<file path="src/rtl/regfile_mp_sb.sv">
// Integer register file with N combinational read ports, one write port,
// optional write-to-read bypass, hardwired-zero x0, a per-register pending
// scoreboard and a sequential clear engine (one register per cycle).
// Ports:
//   i_clk, i_rst        clock, synchronous active-high reset
//   i_we/i_rd_addr/i_rd write port
//   i_rsv/i_rsv_addr    reserve (mark pending) a register
//   i_clr               start sequential clear
//   i_rs_addr           packed read addresses, port p at [p*AW +: AW]
//   o_rs                packed read data, port p at [p*DATA_WIDTH +: DATA_WIDTH]
//   o_rs_pend           pending flag of each addressed register
//   o_busy              clear engine active
module regfile_mp_sb #(
  parameter int unsigned DATA_WIDTH   = 32,
  parameter int unsigned NUM_REGS     = 32,
  parameter int unsigned NUM_RD_PORTS = 2,
  parameter int unsigned BYPASS       = 1,
  parameter int unsigned ZERO_REG     = 1,
  localparam int unsigned AW          = $clog2(NUM_REGS)
) (
  input  logic                               i_clk,
  input  logic                               i_rst,
  input  logic                               i_we,
  input  logic [AW-1:0]                      i_rd_addr,
  input  logic [DATA_WIDTH-1:0]              i_rd,
  input  logic                               i_rsv,
  input  logic [AW-1:0]                      i_rsv_addr,
  input  logic                               i_clr,
  input  logic [NUM_RD_PORTS*AW-1:0]         i_rs_addr,
  output logic [NUM_RD_PORTS*DATA_WIDTH-1:0] o_rs,
  output logic [NUM_RD_PORTS-1:0]            o_rs_pend,
  output logic                               o_busy
);

  localparam logic [AW:0]   NREG = (AW+1)'(NUM_REGS);
  localparam logic [AW-1:0] LAST = AW'(NUM_REGS - 1);

  typedef enum logic {S_IDLE, S_CLEAR} state_e;

  state_e                  state_q, state_d;
  logic [AW-1:0]           cnt_q, cnt_d;
  logic [DATA_WIDTH-1:0]   regs_q [NUM_REGS];
  logic [DATA_WIDTH-1:0]   regs_d [NUM_REGS];
  logic [NUM_REGS-1:0]     pend_q, pend_d;
  logic                    we_ok, rsv_ok;

  // Address names a real, writable register (in range and not the zero register).
  function automatic logic addr_ok(input logic [AW-1:0] a);
    return ({1'b0, a} < NREG) && !((ZERO_REG != 0) && (a == '0));
  endfunction

  // Writes and reservations are only accepted while the clear engine is idle.
  assign we_ok  = i_we  && (state_q == S_IDLE) && addr_ok(i_rd_addr);
  assign rsv_ok = i_rsv && (state_q == S_IDLE) && addr_ok(i_rsv_addr);
  assign o_busy = (state_q == S_CLEAR);

  // Next-state: write, then reservation (so reserve+write leaves pend set), clear engine.
  always_comb begin
    state_d = state_q;
    cnt_d   = cnt_q;
    regs_d  = regs_q;
    pend_d  = pend_q;
    unique case (state_q)
      S_IDLE: begin
        if (we_ok) begin
          regs_d[i_rd_addr] = i_rd;
          pend_d[i_rd_addr] = 1'b0;
        end
        if (rsv_ok) begin
          pend_d[i_rsv_addr] = 1'b1;
        end
        if (i_clr) begin
          state_d = S_CLEAR;
          cnt_d   = '0;
        end
      end
      S_CLEAR: begin
        regs_d[cnt_q] = '0;
        pend_d[cnt_q] = 1'b0;
        cnt_d         = cnt_q + AW'(1);
        if (cnt_q == LAST) begin
          state_d = S_IDLE;
          cnt_d   = '0;
        end
      end
      default: state_d = S_IDLE;
    endcase
  end

  // State registers.
  always_ff @(posedge i_clk) begin
    if (i_rst) begin
      state_q <= S_IDLE;
      cnt_q   <= '0;
      pend_q  <= '0;
      for (int unsigned i = 0; i < NUM_REGS; i++) begin
        regs_q[i] <= '0;
      end
    end else begin
      state_q <= state_d;
      cnt_q   <= cnt_d;
      pend_q  <= pend_d;
      regs_q  <= regs_d;
    end
  end

  // Combinational read ports with optional same-cycle bypass of the accepted write.
  always_comb begin
    logic [AW-1:0] a;
    a         = '0;
    o_rs      = '0;
    o_rs_pend = '0;
    for (int unsigned p = 0; p < NUM_RD_PORTS; p++) begin
      a = i_rs_addr[p*AW +: AW];
      if (addr_ok(a)) begin
        if ((BYPASS != 0) && we_ok && (i_rd_addr == a)) begin
          o_rs[p*DATA_WIDTH +: DATA_WIDTH] = i_rd;
          o_rs_pend[p]                     = 1'b0;
        end else begin
          o_rs[p*DATA_WIDTH +: DATA_WIDTH] = regs_q[a];
          o_rs_pend[p]                     = pend_q[a];
        end
      end
    end
  end

endmodule

</file>
<file path="config.mk">
export PLATFORM = sky130hd
export DESIGN_NAME = regfile_mp_sb
export DESIGN_NICKNAME = d
export VERILOG_FILES = /design/src/rtl/regfile_mp_sb.sv
export SDC_FILE = /design/constraint.sdc
export NUM_CORES = 2
export LEC_CHECK = 0
export CAP_MARGIN = 5
export CORE_ASPECT_RATIO = 1.1
export CORE_MARGIN = 10
export CORE_UTILIZATION = 38
export CTS_CLUSTER_SIZE = 30
export DETAILED_ROUTE_END_ITERATION = 7
export PLACE_DENSITY = 0.53
export SYNTH_ARGS = -nofsm -noshare
export SYNTH_HDL_FRONTEND = slang
export SYNTH_SLANG_ARGS = --single-unit
</file>
<file path="constraint.sdc">
create_clock -name i_clk -period 6.25 [get_ports i_clk]
set_input_delay 1.25 -clock i_clk [delete_from_list [all_inputs] [get_ports i_clk]]
set_output_delay 1.25 -clock i_clk [all_outputs]
set_load 0.01 [all_outputs]
</file>
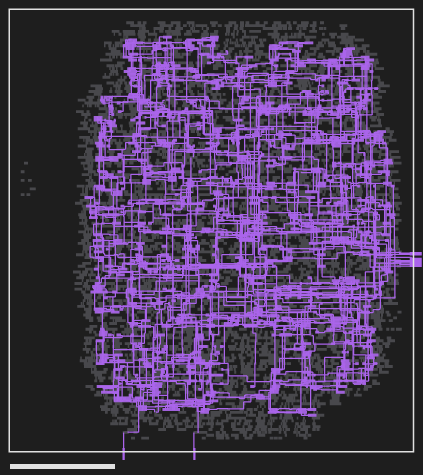
(I/O nets highlighted)
Scale bar: 100 um.
| port | color | direction | end cells | buffers | wire |
|---|---|---|---|---|---|
| `i_rs_addr` | purple | input | 1077 | 84 | 33.1 mm |

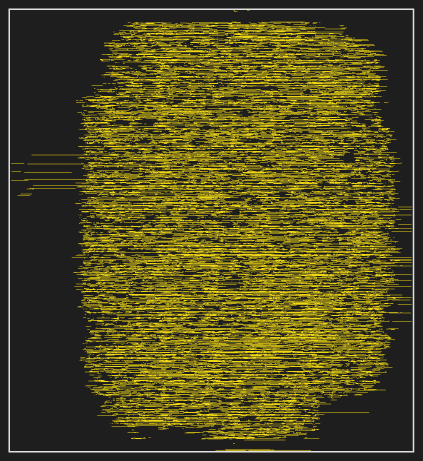
(M1 wires)
longest straight run: 84.6 um
main direction: horizontal
share of all routed wire: 38%
nets with wire on the layer: 5238

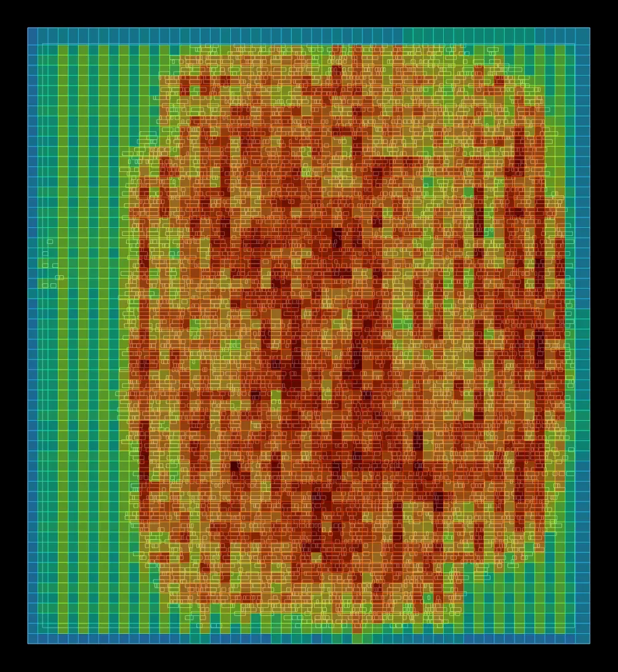
(routing congestion)
M2 GR Usage: 46.5%
met3 usage: 7.39%

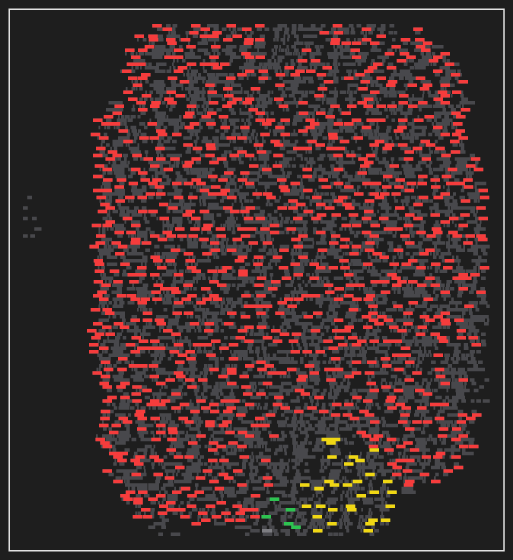
(sequential cells colored by netlist name)
Other sequential cells in the stronger gray, the rest of the logic in the fainter gray.
| signal | color | flops |
|---|---|---|
| `regs_q` | red | 1024 |
| `pend_q` | yellow | 32 |
| `cnt_q` | green | 5 |

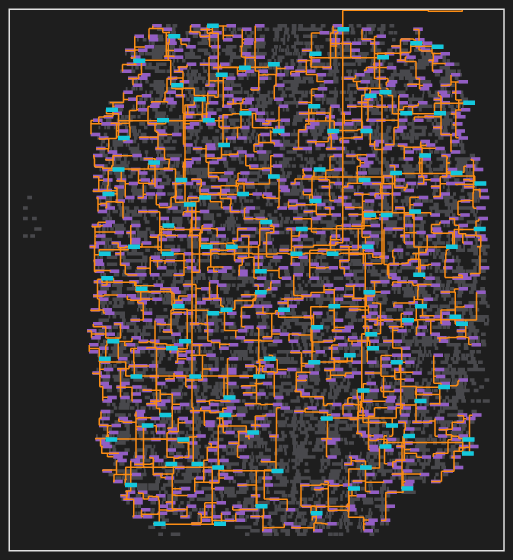
(clock wires, drivers and flops)
[cells driving clock nets] cyan | count: 116
[flip-flops] purple | count: 1062
[clock wires] orange | length: 14900 um
flops lie: widely spread

==> GITHUB_STEP_SUMMARY <==
### Flow metrics

| Metric | Value |
|---|---|
| Max-area cell share | `38.7%` |
| CTS Sinks | `between 1000 and 1500` |
| Uppermost layer routed | `met5` |
| Unique masters post-synth | `around 75` |
| Fraction of layout cells with a size suffix above 1 | `between 20% and 30%` |
| Leakage power | `21.5 nW` |
| Drc violations | `0` |
| First-pass GRT wire length | `364000 um` |
| Status | `finished clean` |
| Post-CTS setup buffer count | `0` |
| Simple-Gate Fraction of Synth Area | `between 10% and 20%` |
| Initial antenna violation count | `7` |
| Hold/Removal Path Class | `flop to flop` |
| Worst Hold Endpoint | `regs_q[1003]$_SDFFE_PP0P_` |
| FMAX | `0.161 GHz` |
| Worst IR Drop VDD | `~0.24 mV` |
| Worst slew pin tran | `1.25 ns` |
| Total length of routed wires | `259000 um` |
| Yosys warns | `0` |
| DRT Pass-1 Iters | `7` |
| 1st-iter DRT viols | `~8000` |
| FP Core Util | `38.2%` |
| Cts hold-fix bufs | `0` |
| Crit path to | `o_rs[3]` |
| Placed cell area | `around 58000 um2` |
| Yosys reg bits | `1062` |
| Worst slew margin | `16.6%` |
| Met1 Resource Use GR | `39.5%` |
| DP HPWL | `approximately 150000 um` |
| Die Span X | `between 300 and 400 um` |
| Hold slack final | `0.451 ns` |
| Die area | `160000 um2` |
| Largest area contributor in the netlist | `dfxtp_1` |
| Routed met2 length | `roughly 110000 um` |
| Worst Hold Launch | `regs_q[1003]$_SDFFE_PP0P_` |
| Tool Warnings | `between 40 and 50` |
| Compound-Gate Fraction of Synth Area | `20.3%` |
| Async S/R FF share, synth | `0%` |
| R2R cell count | `6` |
| Via/cell ratio | `6.81` |
| Final non-filler cell total | `7396` |
| Top cells by count | `nor2_1 (1112), dfxtp_1 (1062), a22oi_1 (1017)` |
| Top Ports | `124` |
| Drt wl/cell | `35.0 um` |
layout make-up:
cell class	count	area [um2]
Clock inverter	50	656
Sequential cell	1062	21300
Multi-Input combinational cell	3763	30800
Timing Repair Buffer	405	3850
Clock buffer	163	3350
Inverter	26	98.8
Antenna cell	3	7.51
Tap cell	1924	2410
Fill cell	13798	81300
power breakdown:
| part | switching, mW | internal, mW |
|---|---|---|
| clock | 3.09 | 4.30 |
| sequential | 0.0457 | 6.82 |
| combinational | 1.14 | 0.556 |
| total | 4.27 | 11.7 |
cell usage in the layout, fill, tap and decap left out, types with 23 or more instances in the layout:
cell type,netlist,final
clkbuf_16,0,117
clkdlybuf4s50_1,0,112
a2111oi_0,30,30
o22ai_1,66,66
nand2_1,128,128
inv_1,25,23
a221oi_1,71,71
a211oi_1,43,43
nand3_1,30,30
mux2i_1,208,208
clkinv_2,0,28
nor2_4,7,28
clkbuf_8,0,26
nor3_1,27,25
a21oi_4,0,27
a21oi_1,110,83
nor2b_1,44,42
a22oi_1,1017,1017
and2_1,39,39
dfxtp_1,1062,1061
buf_4,54,246
o21ai_0,80,80
mux2_2,126,126
nor2_1,1112,1091
buf_12,4,39
mux4_2,412,412
registers in the layout, summed over array words and instances (netlist names):
register and flops:
o_busy 1, cnt_q 5, pend_q 32, regs_q 1024
critical path, cell delays in order:
cell and delay (ns):
clkdlybuf4s50_1 0.44, or3_4 0.48, o311ai_4 0.31, or3_2 0.67, buf_4 0.30, o21ai_0 0.08
a21oi_1 0.62, buf_4 0.22, clkdlybuf4s50_1 0.53
through the flow:
step,setup slack [ns],utilization [%]
detailed placement,0.178,40.7
floorplan,2.12,-
finish,0.0529,43.5
global route,0.0259,43.4
global placement,0.199,40.7
CTS,0.147,43.4
Power figures rest on the tool's default switching activity, not on a simulated workload.
